**config.mk**
```make
export PLATFORM = sky130hd
export DESIGN_NAME = ral_apb_slave_flat
export DESIGN_NICKNAME = d
export VERILOG_FILES = /design/src/rtl/ral_apb_pkg.sv /design/src/rtl/ral_apb_slave_if.sv /design/src/rtl/ral_apb_timer.sv /design/src/rtl/ral_apb_slave.sv /design/src/flat_wrapper.sv
export SDC_FILE = /design/constraint.sdc
export NUM_CORES = 1
export LEC_CHECK = 0
export CAP_MARGIN = 20
export CORE_ASPECT_RATIO = 0.7
export CORE_MARGIN = 1.5
export CORE_UTILIZATION = 44
export DETAILED_ROUTE_END_ITERATION = 12
export GPL_TIMING_DRIVEN = 0
export HOLD_SLACK_MARGIN = 0.03
export PLACE_DENSITY = 0.82
export SYNTH_ARGS = -nofsm -noshare
export SYNTH_HDL_FRONTEND = slang
export SYNTH_SLANG_ARGS = --single-unit
```
**constraint.sdc**
```tcl
create_clock -name PCLK -period 1.7 [get_ports PCLK]
set_input_delay 0.51 -clock PCLK [delete_from_list [all_inputs] [get_ports PCLK]]
set_output_delay 0.51 -clock PCLK [all_outputs]
set_load 0.02 [all_outputs]
```
**src/rtl/ral_apb_pkg.sv**
```systemverilog
`default_nettype none
`timescale 1ns/1ps
// ============================================================================
// Module      : ral_apb_pkg
// Description : Shared types and constants for the APB register slave:
//               transfer-tracking FSM state enum, register offsets and
//               CTRL/STATUS bit positions.
// Revision    : 1.0 - initial release
// ============================================================================
package ral_apb_pkg;

    // Transfer-tracking state. The register holds the APB phase that was
    // accepted at the previous clock edge.
    typedef enum logic [1:0] {
        IDLE   = 2'd0,
        SETUP  = 2'd1,
        ACCESS = 2'd2
    } apb_state_e;

    // Register byte offsets
    localparam logic [3:0] c_OFF_CTRL   = 4'h0;
    localparam logic [3:0] c_OFF_DATA   = 4'h4;
    localparam logic [3:0] c_OFF_STATUS = 4'h8;
    localparam logic [3:0] c_OFF_TIMER  = 4'hC;

    // Word indices (byte offset >> 2), used by the address decoder
    localparam logic [1:0] c_WORD_CTRL   = c_OFF_CTRL[3:2];
    localparam logic [1:0] c_WORD_DATA   = c_OFF_DATA[3:2];
    localparam logic [1:0] c_WORD_STATUS = c_OFF_STATUS[3:2];
    localparam logic [1:0] c_WORD_TIMER  = c_OFF_TIMER[3:2];

    // CTRL bit positions
    localparam int c_CTRL_TMR_EN  = 0;
    localparam int c_CTRL_IRQ_EN  = 1;
    localparam int c_CTRL_TMR_CLR = 2;

    // STATUS bit positions
    localparam int c_STATUS_DONE    = 0;
    localparam int c_STATUS_CNT_LSB = 8;
    localparam int c_STATUS_CNT_MSB = 15;

endpackage : ral_apb_pkg
`default_nettype wire

```
**src/rtl/ral_apb_slave_if.sv**
```systemverilog
`default_nettype none
`timescale 1ns/1ps
// ============================================================================
// Module      : ral_apb_slave_if
// Description : APB bus bundle for the register slave (no PREADY/PSLVERR,
//               zero-wait-state transfers) plus the slave interrupt line.
// Ports       : PSEL, PENABLE, PWRITE, PADDR[ADDR_W], PWDATA[DATA_W]
//               (master -> slave); PRDATA[DATA_W], irq (slave -> master).
// Revision    : 1.0 - initial release
// ============================================================================
interface ral_apb_slave_if #(
    parameter int ADDR_W = 4,
    parameter int DATA_W = 32
);
    logic              PSEL;
    logic              PENABLE;
    logic              PWRITE;
    logic [ADDR_W-1:0] PADDR;
    logic [DATA_W-1:0] PWDATA;
    logic [DATA_W-1:0] PRDATA;
    logic              irq;

    modport master (
        output PSEL, PENABLE, PWRITE, PADDR, PWDATA,
        input  PRDATA, irq
    );

    modport slave (
        input  PSEL, PENABLE, PWRITE, PADDR, PWDATA,
        output PRDATA, irq
    );
endinterface : ral_apb_slave_if
`default_nettype wire

```
**src/rtl/ral_apb_timer.sv**
```systemverilog
`default_nettype none
`timescale 1ns/1ps
// ============================================================================
// Module      : ral_apb_timer
// Description : 32-bit free-running cycle counter. Counts while en=1, wraps
//               0xFFFFFFFF->0, clr forces zero and wins over counting.
//               Instantiated by ral_apb_slave only when RAL_APB_TIMER_EN
//               is defined.
// Ports       : PCLK    - clock, rising edge
//               PRESETn - synchronous active-low reset
//               en      - count enable
//               clr     - synchronous clear (priority over en)
//               count   - current count value
// Revision    : 1.0 - initial release
// ============================================================================
module ral_apb_timer (
    input  wire logic        PCLK,
    input  wire logic        PRESETn,
    input  wire logic        en,
    input  wire logic        clr,
    output logic      [31:0] count
);
    logic [31:0] r_count;

    always_ff @(posedge PCLK) begin
        if (!PRESETn) begin
            r_count <= '0;
        end else if (clr) begin
            r_count <= '0;
        end else if (en) begin
            r_count <= r_count + 32'd1;
        end
    end

    assign count = r_count;
endmodule : ral_apb_timer
`default_nettype wire

```
**src/rtl/ral_apb_slave.sv**
```systemverilog
`default_nettype none
`timescale 1ns/1ps
// ============================================================================
// Module      : ral_apb_slave
// Description : Zero-wait-state APB register slave with four 32-bit words:
//                 0x0 CTRL   [0] tmr_en, [1] irq_en, [2] tmr_clr (pulse)
//                 0x4 DATA   32-bit RW
//                 0x8 STATUS [0] done (sticky, W1C), [15:8] wr_cnt (RO)
//                 0xC TIMER  RO
//               irq is registered STATUS.done & CTRL.irq_en.
// Config      : define RAL_APB_TIMER_EN to build the TIMER counter; without
//               it TIMER reads 0 and tmr_en/tmr_clr have no effect.
// Ports       : PCLK    - clock, rising edge
//               PRESETn - synchronous active-low reset
//               bus     - ral_apb_slave_if.slave (APB signals, PRDATA, irq)
// Revision    : 1.0 - initial release
// ============================================================================
module ral_apb_slave
    import ral_apb_pkg::*;
#(
    parameter int ADDR_W = 4,
    parameter int DATA_W = 32
) (
    input  wire logic         PCLK,
    input  wire logic         PRESETn,
    ral_apb_slave_if.slave    bus
);

    // ------------------------------------------------------------------
    // Bus aliases
    // ------------------------------------------------------------------
    logic [ADDR_W-1:0] w_addr;
    logic [DATA_W-1:0] w_wdata;
    logic [1:0]        w_word;

    assign w_addr  = bus.PADDR;
    assign w_wdata = bus.PWDATA;
    assign w_word  = w_addr[3:2];

    // ------------------------------------------------------------------
    // Transfer FSM
    // SETUP means a setup phase was accepted at the last edge, so the
    // current cycle is the bus access phase: writes commit at its end.
    // Read data is captured on the edge that accepts the setup phase so
    // PRDATA is stable for the whole access phase.
    // ------------------------------------------------------------------
    apb_state_e r_state;
    apb_state_e w_state_nxt;
    logic       w_setup_acc;
    logic       w_wr_en;
    logic       w_rd_load;

    always_ff @(posedge PCLK) begin
        if (!PRESETn) begin
            r_state <= IDLE;
        end else begin
            r_state <= w_state_nxt;
        end
    end

    always_comb begin
        w_state_nxt = r_state;
        w_setup_acc = 1'b0;
        case (r_state)
            IDLE: begin
                // PENABLE without a preceding setup is ignored here
                if (bus.PSEL && !bus.PENABLE) begin
                    w_state_nxt = SETUP;
                    w_setup_acc = 1'b1;
                end
            end
            SETUP: begin
                w_state_nxt = ACCESS;
            end
            ACCESS: begin
                if (bus.PSEL && !bus.PENABLE) begin
                    w_state_nxt = SETUP;
                    w_setup_acc = 1'b1;
                end else begin
                    w_state_nxt = IDLE;
                end
            end
            default: begin
                w_state_nxt = IDLE;
            end
        endcase
    end

    assign w_wr_en   = (r_state == SETUP) && bus.PSEL && bus.PENABLE && bus.PWRITE;
    assign w_rd_load = w_setup_acc && !bus.PWRITE;

    // ------------------------------------------------------------------
    // Write decode
    // ------------------------------------------------------------------
    logic w_wr_ctrl;
    logic w_wr_data;
    logic w_wr_status;
    logic w_tmr_clr;

    assign w_wr_ctrl   = w_wr_en && (w_word == c_WORD_CTRL);
    assign w_wr_data   = w_wr_en && (w_word == c_WORD_DATA);
    assign w_wr_status = w_wr_en && (w_word == c_WORD_STATUS);
    // tmr_clr is never stored; it only exists as this one-cycle pulse
    assign w_tmr_clr   = w_wr_ctrl && w_wdata[c_CTRL_TMR_CLR];

    // ------------------------------------------------------------------
    // Registers
    // ------------------------------------------------------------------
    logic              r_tmr_en;
    logic              r_irq_en;
    logic [DATA_W-1:0] r_data;
    logic              r_done;
    logic [7:0]        r_cnt;
    logic              r_irq;
    logic [DATA_W-1:0] r_prdata;

    always_ff @(posedge PCLK) begin
        if (!PRESETn) begin
            r_tmr_en <= 1'b0;
            r_irq_en <= 1'b0;
        end else if (w_wr_ctrl) begin
            r_tmr_en <= w_wdata[c_CTRL_TMR_EN];
            r_irq_en <= w_wdata[c_CTRL_IRQ_EN];
        end
    end

    always_ff @(posedge PCLK) begin
        if (!PRESETn) begin
            r_data <= '0;
        end else if (w_wr_data) begin
            r_data <= w_wdata;
        end
    end

    // A DATA write setting done takes priority over a W1C clear.
    always_ff @(posedge PCLK) begin
        if (!PRESETn) begin
            r_done <= 1'b0;
            r_cnt  <= 8'd0;
        end else begin
            if (w_wr_data) begin
                r_done <= 1'b1;
            end else if (w_wr_status && w_wdata[c_STATUS_DONE]) begin
                r_done <= 1'b0;
            end
            if (w_wr_data) begin
                r_cnt <= r_cnt + 8'd1;
            end
        end
    end

    always_ff @(posedge PCLK) begin
        if (!PRESETn) begin
            r_irq <= 1'b0;
        end else begin
            r_irq <= r_done && r_irq_en;
        end
    end

    // ------------------------------------------------------------------
    // Optional timer
    // ------------------------------------------------------------------
    logic [31:0] w_timer;

`ifdef RAL_APB_TIMER_EN
    ral_apb_timer u_timer (
        .PCLK    (PCLK),
        .PRESETn (PRESETn),
        .en      (r_tmr_en),
        .clr     (w_tmr_clr),
        .count   (w_timer)
    );
`else
    logic w_unused_tmr;
    assign w_timer      = 32'd0;
    assign w_unused_tmr = w_tmr_clr;
`endif

    // Byte lanes below bit 2 and address bits above 3 do not affect decode
    logic w_unused_addr;
    assign w_unused_addr = ^w_addr;

    // ------------------------------------------------------------------
    // Read path
    // ------------------------------------------------------------------
    logic [DATA_W-1:0] w_rdata;

    always_comb begin
        w_rdata = '0;
        case (w_word)
            c_WORD_CTRL: begin
                w_rdata[c_CTRL_TMR_EN] = r_tmr_en;
                w_rdata[c_CTRL_IRQ_EN] = r_irq_en;
            end
            c_WORD_DATA: begin
                w_rdata = r_data;
            end
            c_WORD_STATUS: begin
                w_rdata[c_STATUS_DONE]                     = r_done;
                w_rdata[c_STATUS_CNT_MSB:c_STATUS_CNT_LSB] = r_cnt;
            end
            c_WORD_TIMER: begin
                w_rdata = w_timer;
            end
            default: begin
                w_rdata = '0;
            end
        endcase
    end

    always_ff @(posedge PCLK) begin
        if (!PRESETn) begin
            r_prdata <= '0;
        end else if (w_rd_load) begin
            r_prdata <= w_rdata;
        end
    end

    assign bus.PRDATA = r_prdata;
    assign bus.irq    = r_irq;

endmodule : ral_apb_slave
`default_nettype wire

```
**src/flat_wrapper.sv**
```systemverilog
// flat-port wrapper written by rule: the top's interface ports become plain ports
module ral_apb_slave_flat import ral_apb_pkg::*;
#(
    parameter int ADDR_W = 4,
    parameter int DATA_W = 32
)
  (PCLK, PRESETn, bus_PSEL, bus_PENABLE, bus_PWRITE, bus_PADDR, bus_PWDATA, bus_PRDATA, bus_irq);
  ral_apb_slave_if #(.ADDR_W(ADDR_W), .DATA_W(DATA_W)) bus_i ();
  input  wire logic PCLK;
  input  wire logic PRESETn;
  input wire logic [$bits(bus_i.PSEL)-1:0] bus_PSEL;
  input wire logic [$bits(bus_i.PENABLE)-1:0] bus_PENABLE;
  input wire logic [$bits(bus_i.PWRITE)-1:0] bus_PWRITE;
  input wire logic [$bits(bus_i.PADDR)-1:0] bus_PADDR;
  input wire logic [$bits(bus_i.PWDATA)-1:0] bus_PWDATA;
  output wire logic [$bits(bus_i.PRDATA)-1:0] bus_PRDATA;
  output wire logic [$bits(bus_i.irq)-1:0] bus_irq;
  assign bus_i.PSEL = bus_PSEL;
  assign bus_i.PENABLE = bus_PENABLE;
  assign bus_i.PWRITE = bus_PWRITE;
  assign bus_i.PADDR = bus_PADDR;
  assign bus_i.PWDATA = bus_PWDATA;
  assign bus_PRDATA = bus_i.PRDATA;
  assign bus_irq = bus_i.irq;
  ral_apb_slave #(.ADDR_W(ADDR_W), .DATA_W(DATA_W)) u_core (.PCLK(PCLK), .PRESETn(PRESETn), .bus(bus_i));
endmodule
```
run_1/m4.png
Supply wires on this layer in gray.
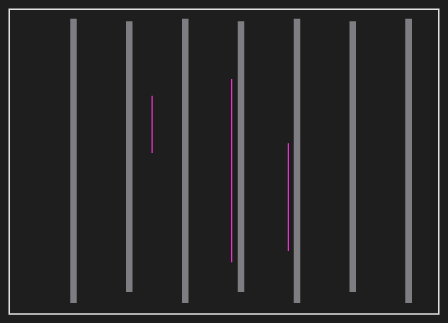
The longest straight run is 44.2 um. The layer holds 0.91% of the routed length. The wires run mostly vertical. The layer carries 83.6 um of wire. 3 nets have wire on it.

run_1/clock_nets.png
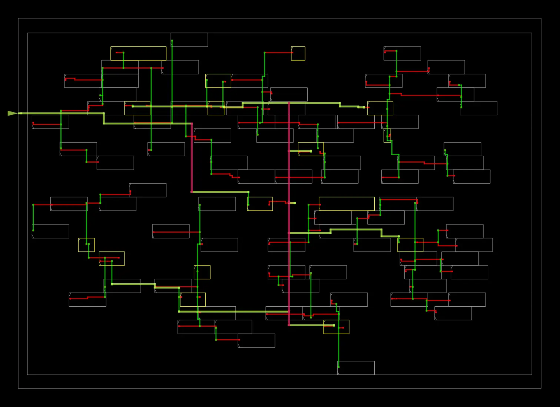
Clk. pwr: 0.00154 W
Inserted Clock Buffers: 9
clock skew: 0.00995 ns
# clock sinks: 78
clock buffers: 10

run_1/ff_map.png
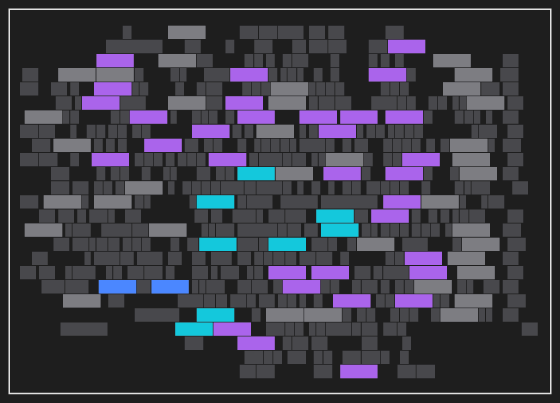
Key: u_core.r_data = purple [placed flops 32]; u_core.r_state = blue [placed flops 2]; u_core.r_cnt = cyan [placed flops 8]

run_1/clock_wires.png
Bar = 20 um.
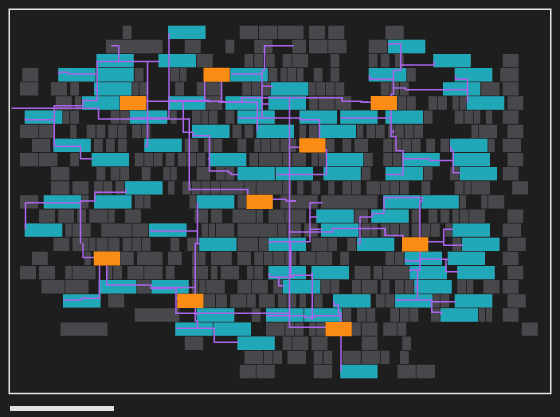
Key: clock wires = purple [length 870 um]; flip-flops = cyan [count 78]; clock-net drivers = orange [count 9]
There are 10 routed clock nets. Position of the flops: spread over the die.

==> results_slide.txt, run 1 <==
Physical Implementation Snapshot

Floorplanning
  – Core area: 6820 sq um
  – Starting density of the core: 0.460
  – Die Span Y: 73.7 um
  – Die Width: 104 um

Route
  – WL final: 9160 um
  – Iter 0 DRT Violations: 266
  – Vias post-DR: 3208
  – Residual DRC: 0

STA
  – RSZ-0062 raised after global routing: no
  – Final setup margin: 0.0642 ns
  – Hold slack final: 0.450 ns
  – Setup TNS: 0 ns
  – Final Max Tran Viols: 0

Setup path
  – Data arrival time of the worst path: 1.88 ns
  – Startpoint types: primary input
  – Crit path to: u_core.bus.PRDATA[0]
  – Kind of critical path: in2reg
  – Worst reg-to-reg path cell count: 4

Synth
  – Yosys stat area: 3140 sq um
  – Yosys warnings: 0
  – Post-synth EDFFs: 0
  – Ys cells: 377
  – Area share, top type: 0.497
  – Mean Syn Cell Area: 8.33 sq um
  – Mapped Cells: 377
  – Synth cell types: 33
  – Area fraction in mux cells: 0.0159
  – Adder Area Share: 0.0159
  – FF+latch count, synth: 78

Outcome
  – Status: complete, no violations

Hold path
  – Hold Path Stages: 2
  – Hold Path Class: reg2reg

Pwr
  – Sw frac: 0.237
  – Combinational power: 0.000289 W
  – Clock Power Share: 0.420
  – Pwr Total: 0.00366 W
  – Logic pwr share: 0.079

CTS
  – H-tree depth: 3
  – Setup bufs post-CTS: 4
  – CTS clk-pin slew, worst paths: 0.08 ns
  – Late-Pin Clk Latency: 0.36 ns
  – Clock root buffer: clkbuf_8

Global route
  – Global-route wire length before repair: 14600 um
  – Antenna violations before repair: 0
  – Remaining Overflow, GRT: 0

Finish
  – Commonest Layout Cell: dfxtp_1
  – N_diodes: 0
  – Post-layout util: 0.634
  – Layout area overhead: 37.7%
  – Final #Nets: 506

Job
  – Warning total across the stage logs: 31

Placed design
  – HPWL after detailed placement: 6340 um
  – Gpl congestion: 0.814
## run 1: cell type report
type | instances | area [sq um]
Inverter | 4 | 15.0
Clock buffer | 10 | 128
Multi-Input combinational cell | 259 | 1490
Clock inverter | 6 | 93.8
Sequential cell | 78 | 1560
Buffer | 33 | 201
Timing Repair Buffer | 76 | 717
Tap cell | 94 | 118
Fill cell | 589 | 2500
## run 1: metal layers
metal / wire [um] / part of all wire / GRT usage / up-vias
met1: 4090 / 0.45 / 0.323 / 1505
met3: 858 / 0.094 / 0.0701 / 11
met4: 83 / 0.0091 / 0.0633 / 0
li1: - / - / - / 1519
met2: 4130 / 0.45 / 0.397 / 173
met5: 0 / 0 / 0 / -
## run 1: worst max-delay path: stages
cell	delay [ns]
dlygate4sd2_1	0.35
or4b_4	0.62
buf_4	0.21
nand3_1	0.10
o41ai_2	0.08
## Run 2: what changed since run 1
SLEW_MARGIN = 20   (was not set)
run_2/sizing.png
Bar = 20 um.
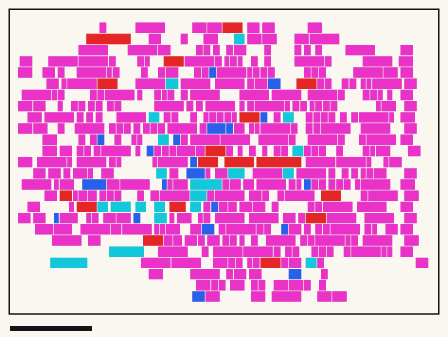
Key: x1 and smaller = magenta [cells 409, share 88%]; x3 and x4 = cyan [cells 20, share 4.3%]; x6 and larger = red [cells 17, share 3.6%]; x2 = blue [cells 20, share 4.3%]

run_2/clock_nets.png
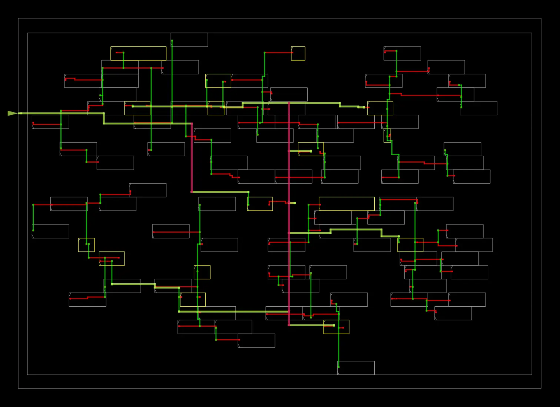
flop count: 78
Late-Pin Clk Latency: 0.36 ns

==> results_slide.txt, run 2 <==
Physical Implementation Snapshot

Outcome
  – Status: complete, no violations

Setup path
  – Startpoint types: primary input
  – Critical-path cell list: dlygate4sd2_1, or4b_4, buf_4, nand3_1, o41ai_2
  – CP max stage delay: 0.62 ns
  – Slowest cell on the critical path: or4b_4
  – CP bufs+invs: 2

Finish
  – N_diodes: 0
  – ClkCell Share: 0.0512
  – Logic area: 1490 sq um
  – Comb gates: 259
  – Register area: 1560 sq um
  – Commonest Layout Cell: dfxtp_1
  – Seq/total area: 0.361
  – Nonclk buf count: 109
  – Final #Nets: 506
  – Post-layout util: 0.634

STA
  – Clock skew: 0.00995 ns
  – Final setup margin: 0.0642 ns
  – Final Max Tran Viols: 0
  – Setup TNS: 0 ns
  – Hold slack final: 0.450 ns

Floorplanning
  – Die Width: 104 um
  – Tap cell count: 94
  – Starting density of the core: 0.460
  – Core area: 6820 sq um

Route
  – Highest metal used: met4
  – Met2 wire len: 4130 um
  – Iter 0 DRT Violations: 266
  – DRT met1 WL: 4090 um
  – Vias post-DR: 3208
  – Residual DRC: 0
  – DR WL met3: 858 um
  – WL final: 9160 um

Synth
  – Yosys warnings: 0
  – FF+latch count, synth: 78
  – Area fraction in mux cells: 0.0159
  – Mean Syn Cell Area: 8.33 sq um
  – Ys cells: 377
  – Area share, top type: 0.497
  – Yosys stat area: 3140 sq um
  – Mapped Cells: 377
  – Post-synth EDFFs: 0

Global route
  – Met2 usage in global routing: 0.397
  – Met3 Use GR: 0.0701
  – Global-route wire length before repair: 14600 um
  – Antenna violations before repair: 0
  – GR peak layer: met2
  – GR Util met1: 0.323

CTS
  – H-tree depth: 3
  – # clock sinks: 78
  – Clock root buffer: clkbuf_8
  – CTS clk-pin slew, worst paths: 0.08 ns
  – Inserted Clock Buffers: 9

Placed design
  – HPWL after detailed placement: 6340 um
  – Gpl congestion: 0.814

Pwr
  – Pwr Total: 0.00366 W

Job
  – Warning total across the stage logs: 31
==> run 2: cell counts after synthesis <==
No cell type changed its count.
==> run 2: final timing paths <==
kind,from,endpoint,slack [ns],depth (start not counted)
setup / recovery,bus_PENABLE,u_core.bus.PRDATA[0],0.06,5
hold / removal,u_core.bus.PRDATA[26],u_core.bus.PRDATA[26],0.45,2
setup reg to reg,u_core.r_state[0],u_core.r_cnt[3],0.11,4
hold reg to reg,u_core.bus.PRDATA[26],u_core.bus.PRDATA[26],0.45,2
==> run 2: timing repair <==
action / CTS / global route
endpoints found under the setup margin: 106 / 54
hold buffers: 0 / 0
resized: 67 / 25
pin swaps: 3 / 1
setup buffers: 4 / 1
Power is estimated from default activity; no workload was simulated.
